Figure 1. Cell classes on the final placement.
(2 px per um)
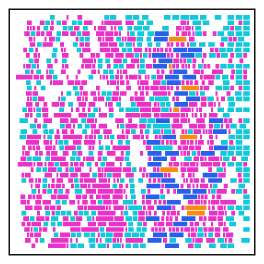
Figure 2. Sequential cells colored by netlist name.
(2 px per um) Other sequential cells in the stronger gray, the rest of the logic in the fainter gray.
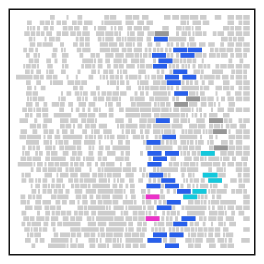
Figure 3. Wires at chosen ports, followed through buffers.
(4 px per um)
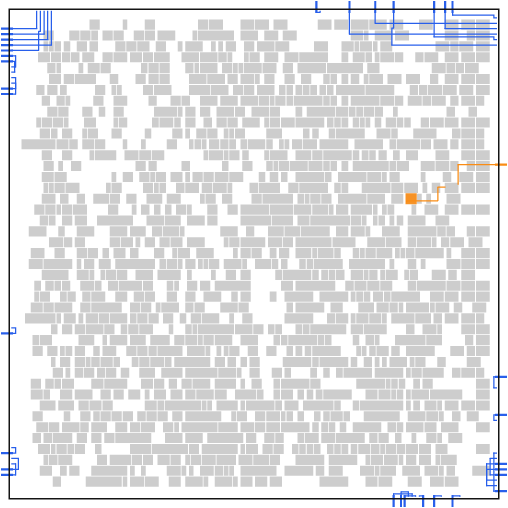
Figure 4. Clock network drawn from the DEF.
(2 px per um)
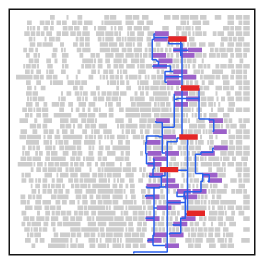
==> config.mk <==
export PLATFORM = sky130hd
export DESIGN_NAME = mem_burst_master_flat
export DESIGN_NICKNAME = d
export VERILOG_FILES = /design/src/rtl/mem_pkg.sv /design/src/rtl/mem_burst_master_if.sv /design/src/rtl/mem_addr_check.sv /design/src/rtl/mem_burst_master.sv /design/src/flat_wrapper.sv
export SDC_FILE = /design/constraint.sdc
export NUM_CORES = 1
export LEC_CHECK = 0
export CORE_MARGIN = 1.5
export CORE_UTILIZATION = 43
export CTS_CLUSTER_SIZE = 24
export DETAILED_ROUTE_END_ITERATION = 8
export PLACE_DENSITY_LB_ADDON = 0.08
export SLEW_MARGIN = 20
export SYNTH_ARGS = -nofsm -noshare
export SYNTH_HDL_FRONTEND = slang
export SYNTH_SLANG_ARGS = --single-unit
==> constraint.sdc <==
create_clock -name clock -period 3.8 [get_ports clock]
set_input_delay 0.76 -clock clock [delete_from_list [all_inputs] [get_ports clock]]
set_output_delay 0.76 -clock clock [all_outputs]
set_load 0.01 [all_outputs]
==> flow_metrics.py <==
# Auto-generated metrics
metrics = {
    "power_and_ir_drop": {
        "power_density_nw_per_um2": 292.1,
    },
    "worst_setup_path": {
        "path_cells": "buf_8, or2_4, ha_4, inv_4, ha_4, a21o_1, a221o_1, a22o_1, buf_6, nor2_4, o31ai_2, xor2_1, o41ai_4, buf_4, and4_4, o21ai_4, mux2_4",
        "cpPeakStageDelay_ns": 0.38,
        "path_max_fanout": 4,
        "critPathArrivalTime_ns": 4.16,
        "cp_top_family": "AND-OR/OR-AND gates",
        "cp_num_buf_inv": 4,
        "start_kind": "primary input",
    },
    "sta": {
        "setup_viol": 42,
        "finalSetupTns_ns": -3.994,
        "post-route-period-util_pct": 104.7,
        "rsz0062_at_grt": "yes",
        "max_freq_ghz": 0.2514,
        "setup_ws_ns": -0.1779,
    },
    "global_route": {
        "met3_usage_pct": 3.043,
        "grt_pass1_wl_um": 36760,
        "first_global_vias": 7181,
        "antenna_found_initial": 0,
        "grt_busiest_layer": "met2",
        "grt_util_all_layers_pct": 30.83,
    },
    "logic_synthesis": {
        "syn-num-nets": 1007,
        "xor_area_share_pct": 5.468,
        "top_cells_by_count": "a21oi_1, inv_1, ha_1, nor2_1, nand3_1",
        "ys.flop_type": "dfxtp_1",
        "synthAdderAreaFrac_pct": 13.61,
        "yosysChipArea_um2": 6087,
        "numSynthFlops": 45,
        "ys_cells": 838,
        "ys_sh_aoi_pct": 26.35,
        "largest_area_cell": "dfxtp_1",
    },
    "clock_network": {
        "cts-root-buf": "clkbuf_16",
        "cts_tree": "built",
    },
    "run_status": {
        "status": "complete, but fails checks",
        "violations": "negative setup slack",
    },
    "drt": {
        "vias": 7321,
    },
    "cells_and_area": {
        "area.growth.synth_to_final_pct": 62.86,
        "largestClassByArea": "logic gates",
    },
    "placed_design": {
        "post-dp-hpwl_um": 18570,
    },
    "min_path": {
        "worstHoldPathType": "reg2reg",
    },
}
Notes on Figure 1 above:
Key: orange = clock drivers and dummy loads [cells 8]; magenta = all other logic [cells 727]; blue = flip-flops [cells 45]; cyan = other buffers and delay cells [cells 349]
core area: 13830 um2
Final Cell Area: 9913 um2
Cell Rows: 43

Notes on Figure 2 above:
Key: magenta = `u_core.bus.mem_access_size` [placed flops 2]; cyan = `u_core.beat` [placed flops 5]; blue = `u_core.base_q` [placed flops 32]
Seq/total area: 9.113%
final core utilization: 71.69%

Notes on Figure 3 above:
Key: orange = `bus_mem_enable` [direction output, edge right, end cells 1, buffers 1, wire 27.9 um]; blue = `bus_mem_data_in` [direction input, edge 13 left, 7 top, 6 bottom, 6 right, end cells 0, buffers 0, wire 337 um]
Port-buffer cells: 148
Ports: 213

Notes on Figure 4 above:
Key: blue = clock wires [length 585 um]; purple = flip-flops [count 45]; red = cells driving clock nets [count 5]
There are 6 routed clock nets.
clk latency late pin: 0.29 ns
Clk pwr share: 17.4%
power in the clock group: 504 uW
Fin Clk Skew: 0.005059 ns

[power by group]
part	switching, mW	internal, mW	leakage, nW	total (mW)
Clock	0.193	0.311	0.0842	0.504
Combinational	0.971	0.903	3.79	1.87
Sequential	0.0211	0.496	0.364	0.518
[through the flow]
step                      setup slack [ns]  power, mW
after floorplan                    -0.1285      1.418
after global placement             -0.8796      2.122
after global routing               -0.2534      3.058
after CTS                          -0.1558      2.798
final                              -0.1779      2.896
after detailed placement            -1.047      2.148
[what timing repair did]
item | CTS | global route
pin swaps | 41 | 29
setup buffers | 11 | 6
gates cloned | 1 | 1
setup endpoints to repair | 51 | 51
resized | 117 | 66
[layer usage]
layer	routed length (um)	vias to the layer above
li1	-	3545
met1	9853	3467
met2	11920	256
met3	1296	53
met4	635	0
met5	0	-
Power is estimated from default activity; no workload was simulated.
